pdn.png
Bar = 20 µm. Pins as bars on the die edge. Tap cells in gray.
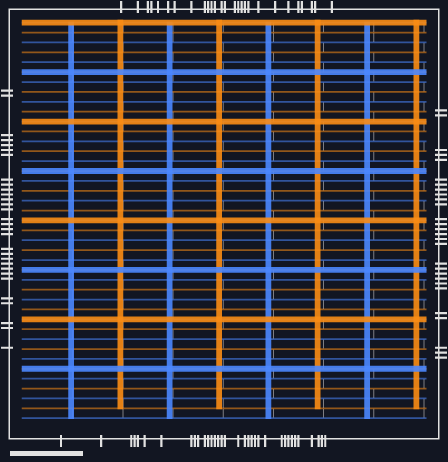
cell_classes.png
Bar = 20 µm.
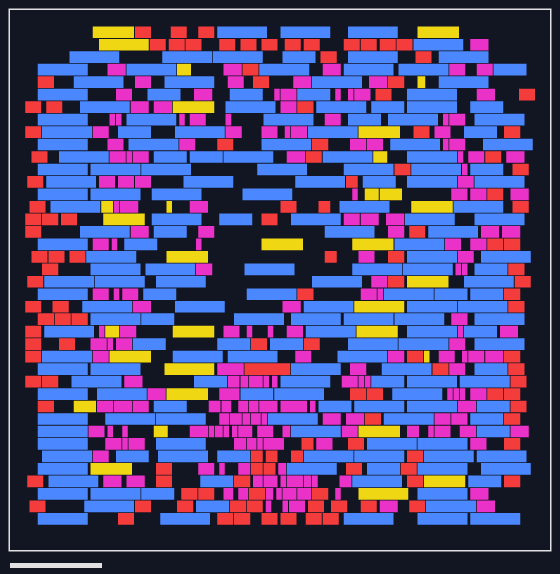
clock_map.png
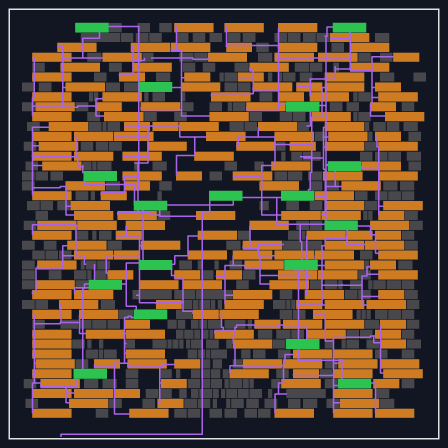
metal_stack.png
Bar = 20 µm. Two of the layers only.
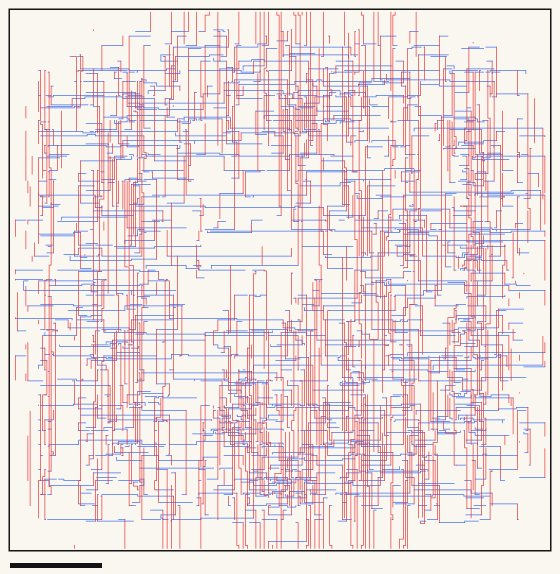
## src/rtl/wb_arbiter_if.sv

```systemverilog
// Bundle of the write-back arbiter's signals: ALU and LSU result handshakes plus the register-file write port.
// The arbiter connects through the slave modport; result producers use the master modport.
interface wb_arbiter_if #(
  parameter int XLEN = 32,
  parameter int RW   = 5
);
  logic            alu_valid;
  logic            alu_ready;
  logic [XLEN-1:0] alu_data;
  logic [RW-1:0]   alu_rd;

  logic            lsu_valid;
  logic            lsu_ready;
  logic [XLEN-1:0] lsu_data;
  logic [RW-1:0]   lsu_rd;

  logic            rf_we;
  logic [RW-1:0]   rf_waddr;
  logic [XLEN-1:0] rf_wdata;
  logic            busy;

  modport slave (
    input  alu_valid, alu_data, alu_rd,
    input  lsu_valid, lsu_data, lsu_rd,
    output alu_ready, lsu_ready,
    output rf_we, rf_waddr, rf_wdata, busy
  );

  modport master (
    output alu_valid, alu_data, alu_rd,
    output lsu_valid, lsu_data, lsu_rd,
    input  alu_ready, lsu_ready,
    input  rf_we, rf_waddr, rf_wdata, busy
  );
endinterface

```

## src/rtl/wb_arbiter.sv

```systemverilog
// Write-back arbiter: one QDEPTH-entry FIFO per result source, one register-file write per cycle.
// Define WB_RR_ARB_EN for round-robin arbitration; the default is fixed priority, LSU over ALU.
module wb_arbiter #(
  parameter int QDEPTH = 2,
  parameter int XLEN   = 32,
  parameter int RW     = 5
) (
  input logic         clk,
  input logic         rst,
  wb_arbiter_if.slave bus
);
  typedef logic [RW-1:0] rs_addr_t;
  typedef struct packed {
    logic [XLEN-1:0] data;
    rs_addr_t        rd;
  } entry_t;

  localparam int PW  = $clog2(QDEPTH);
  localparam int CW  = $clog2(QDEPTH + 1);
  localparam int ALU = 0;
  localparam int LSU = 1;

  entry_t          mem   [2][QDEPTH];
  logic [PW-1:0]   wptr  [2];
  logic [PW-1:0]   rptr  [2];
  logic [CW-1:0]   count [2];
  entry_t          in_entry [2];
  entry_t          head     [2];
  logic [1:0]      in_valid, ready, push, pop, nonempty;
  logic            grant_alu, grant_lsu;
  logic            rf_we_q;
  rs_addr_t        rf_waddr_q;
  logic [XLEN-1:0] rf_wdata_q;

  always_comb begin
    in_valid      = {bus.lsu_valid, bus.alu_valid};
    in_entry[ALU] = '{data: bus.alu_data, rd: bus.alu_rd};
    in_entry[LSU] = '{data: bus.lsu_data, rd: bus.lsu_rd};
    for (int s = 0; s < 2; s++) begin
      nonempty[s] = (count[s] != '0);
      ready[s]    = rst && (count[s] != CW'(QDEPTH));
      // A handshake targeting x0 completes but is dropped here.
      push[s]     = in_valid[s] && ready[s] && (in_entry[s].rd != '0);
      head[s]     = mem[s][rptr[s]];
    end
  end

`ifdef WB_RR_ARB_EN
  logic last_alu;

  // NOTE: every always_comb output gets an unconditional value first, so no path can infer a latch.
  always_comb begin
    grant_lsu = 1'b0;
    grant_alu = 1'b0;
    if (nonempty[LSU] && (!nonempty[ALU] || last_alu)) grant_lsu = 1'b1;
    else if (nonempty[ALU])                             grant_alu = 1'b1;
  end

  // Reset value favours LSU on the first contended cycle; only a grant moves the pointer.
  always_ff @(posedge clk) begin
    if (!rst)                        last_alu <= 1'b1;
    else if (grant_lsu || grant_alu) last_alu <= grant_alu;
  end
`else
  // NOTE: every always_comb output gets an unconditional value first, so no path can infer a latch.
  always_comb begin
    grant_lsu = nonempty[LSU];
    grant_alu = nonempty[ALU] && !nonempty[LSU];
  end
`endif

  assign pop = {grant_lsu, grant_alu};

  // NOTE: non-blocking assignments make every register sample pre-edge values, independent of statement order.
  always_ff @(posedge clk) begin
    if (!rst) begin
      for (int s = 0; s < 2; s++) begin
        wptr[s]  <= '0;
        rptr[s]  <= '0;
        count[s] <= '0;
      end
      rf_we_q    <= 1'b0;
      rf_waddr_q <= '0;
      rf_wdata_q <= '0;
    end else begin
      for (int s = 0; s < 2; s++) begin
        if (push[s]) wptr[s] <= wptr[s] + PW'(1);
        if (pop[s])  rptr[s] <= rptr[s] + PW'(1);
        count[s] <= count[s] + CW'(push[s]) - CW'(pop[s]);
      end
      rf_we_q <= grant_lsu || grant_alu;
      if (grant_lsu) begin
        rf_waddr_q <= head[LSU].rd;
        rf_wdata_q <= head[LSU].data;
      end else if (grant_alu) begin
        rf_waddr_q <= head[ALU].rd;
        rf_wdata_q <= head[ALU].data;
      end
    end
  end

  // NOTE: queue storage is deliberately not reset; the occupancy counters alone decide which entries are live.
  always_ff @(posedge clk) begin
    for (int s = 0; s < 2; s++) begin
      if (push[s]) mem[s][wptr[s]] <= in_entry[s];
    end
  end

  assign bus.alu_ready = ready[ALU];
  assign bus.lsu_ready = ready[LSU];
  assign bus.rf_we     = rf_we_q;
  assign bus.rf_waddr  = rf_waddr_q;
  assign bus.rf_wdata  = rf_wdata_q;
  assign bus.busy      = (nonempty != 2'b00) || rf_we_q;
endmodule

```

## src/flat_wrapper.sv

```systemverilog
// flat-port wrapper written by rule: the top's interface ports become plain ports
module wb_arbiter_flat 
#(
  parameter int QDEPTH = 2,
  parameter int XLEN   = 32,
  parameter int RW     = 5
)
  (clk, rst, bus_alu_valid, bus_alu_data, bus_alu_rd, bus_lsu_valid, bus_lsu_data, bus_lsu_rd, bus_alu_ready, bus_lsu_ready, bus_rf_we, bus_rf_waddr, bus_rf_wdata, bus_busy);
  wb_arbiter_if #(.XLEN(XLEN), .RW(RW)) bus_i ();
  input logic clk;
  input logic rst;
  input wire logic [$bits(bus_i.alu_valid)-1:0] bus_alu_valid;
  input wire logic [$bits(bus_i.alu_data)-1:0] bus_alu_data;
  input wire logic [$bits(bus_i.alu_rd)-1:0] bus_alu_rd;
  input wire logic [$bits(bus_i.lsu_valid)-1:0] bus_lsu_valid;
  input wire logic [$bits(bus_i.lsu_data)-1:0] bus_lsu_data;
  input wire logic [$bits(bus_i.lsu_rd)-1:0] bus_lsu_rd;
  output wire logic [$bits(bus_i.alu_ready)-1:0] bus_alu_ready;
  output wire logic [$bits(bus_i.lsu_ready)-1:0] bus_lsu_ready;
  output wire logic [$bits(bus_i.rf_we)-1:0] bus_rf_we;
  output wire logic [$bits(bus_i.rf_waddr)-1:0] bus_rf_waddr;
  output wire logic [$bits(bus_i.rf_wdata)-1:0] bus_rf_wdata;
  output wire logic [$bits(bus_i.busy)-1:0] bus_busy;
  assign bus_i.alu_valid = bus_alu_valid;
  assign bus_i.alu_data = bus_alu_data;
  assign bus_i.alu_rd = bus_alu_rd;
  assign bus_i.lsu_valid = bus_lsu_valid;
  assign bus_i.lsu_data = bus_lsu_data;
  assign bus_i.lsu_rd = bus_lsu_rd;
  assign bus_alu_ready = bus_i.alu_ready;
  assign bus_lsu_ready = bus_i.lsu_ready;
  assign bus_rf_we = bus_i.rf_we;
  assign bus_rf_waddr = bus_i.rf_waddr;
  assign bus_rf_wdata = bus_i.rf_wdata;
  assign bus_busy = bus_i.busy;
  wb_arbiter #(.QDEPTH(QDEPTH), .XLEN(XLEN), .RW(RW)) u_core (.clk(clk), .rst(rst), .bus(bus_i));
endmodule
```

## config.mk

```make
export PLATFORM = sky130hd
export DESIGN_NAME = wb_arbiter_flat
export DESIGN_NICKNAME = d
export VERILOG_FILES = /design/src/rtl/wb_arbiter_if.sv /design/src/rtl/wb_arbiter.sv /design/src/flat_wrapper.sv
export SDC_FILE = /design/constraint.sdc
export NUM_CORES = 1
export LEC_CHECK = 0
export CAP_MARGIN = 25
export CORE_MARGIN = 3
export CORE_UTILIZATION = 57
export CTS_CLUSTER_SIZE = 24
export DETAILED_ROUTE_END_ITERATION = 16
export PLACE_DENSITY = 0.91
export SLEW_MARGIN = 10
export SYNTH_ARGS = -nofsm -noshare
export SYNTH_HDL_FRONTEND = slang
export SYNTH_SLANG_ARGS = --single-unit
```

## constraint.sdc

```tcl
create_clock -name clk -period 7.2 [get_ports clk]
set_input_delay 1.08 -clock clk [delete_from_list [all_inputs] [get_ports clk]]
set_output_delay 1.08 -clock clk [all_outputs]
set_load 0.05 [all_outputs]
```

==> results.cfg <==
; physical design summary
[die]
initCoreUtil_pct = 58.7
rows = 40
core_um2 = 12100
die_x_um = 118

[placement]
placedCellCount = 686
portBuffers = 118
dpl.hpwl_um = 8980
post_dp_cell_area_um2 = 8490

[global_routing]
grt_overflow = 0
grt.met2_usage_pct = 39.5
antenna_found_initial = 0
grt.total_usage_pct = 22.0

[power]
pwr-share-comb_pct = 10.4
p_sw_w = 0.000568
internal-power_w = 0.00198
leakagePower_nw = 3.19
clkPwrFrac_pct = 38.9
seq-power_w = 0.00129
pwr_density_cell_nw_per_um2 = 279

[run]
maxCapViolCount = 0
tool_warnings = 26

[final_timing]
finClkSkew_ps = 4.32
setup_viol = 0
slew_viol_final = 0

[cts]
cts_setup_buffers = 0
cts_resized = 0

[finish]
clock_cell_area_share_pct = 6.96
drive_gt1_share_pct = 15.2

[synthesis]
synth_warnings = 0
ys_ff = 194
ys.flop_type = edfxtp_1
netlist.area_leader.share_pct = 64.1

[critical_path]
cpMaxStageDelayCell = clkdlybuf4s50_1
cp_max_fo = 15
cp_num_buf_inv = 3
cp_cell_sequence = clkdlybuf4s50_1 -> nand2_1 -> inv_1 -> clkdlybuf4s50_1
arrival_ps = 2950

[status]
run_status = finished clean

[route]
m1WireLength_um = 5570
drt_wl_total_um = 14500
firstDrtPassIters = 4
detail_route.iter0.violations = 300
## Picture notes: pdn.png
- blue: VSS
- orange: VDD
- met1 rails: 41
- met4 straps: 8
- signal pins: 119

## Picture notes: cell_classes.png
- blue: flip-flops (cells 194)
- magenta: all other logic (cells 197)
- yellow: clock drivers and dummy loads (cells 32)
- red: other buffers and delay cells (cells 128)

## Picture notes: clock_map.png
- orange: flip-flops (count 194)
- green: cells driving clock nets (count 17)
- purple: clock wires (length 1930 µm)
- routed clock nets: 18

## Picture notes: metal_stack.png
- red: met2 (wire length 8010 µm)
- blue: met1 (wire length 5570 µm)

## sequential cells by signal, summed over array words and instances, names as in the netlist
| signal | flops |
|---|---|
| u_core.mem | 148 |
| u_core.rptr | 2 |
| u_core.bus.rf_wdata | 32 |
| u_core.count | 4 |
| u_core.bus.rf_waddr | 5 |
| u_core.bus.rf_we | 1 |
| u_core.wptr | 2 |
## logic make-up after synthesis
group                    count (synthesis)  share of synthesized area [%]
AND/OR/NAND/NOR                         69                           4.61
AND-OR/OR-AND                           48                           6.15
flip-flops                             194                           76.0
buffers and inverters                   25                           1.92
adder cells (fa/ha/maj)                  1                          0.176
multiplexers                            74                           11.1
XOR/XNOR                                 1                          0.123
Power is estimated from default activity; no workload was simulated.
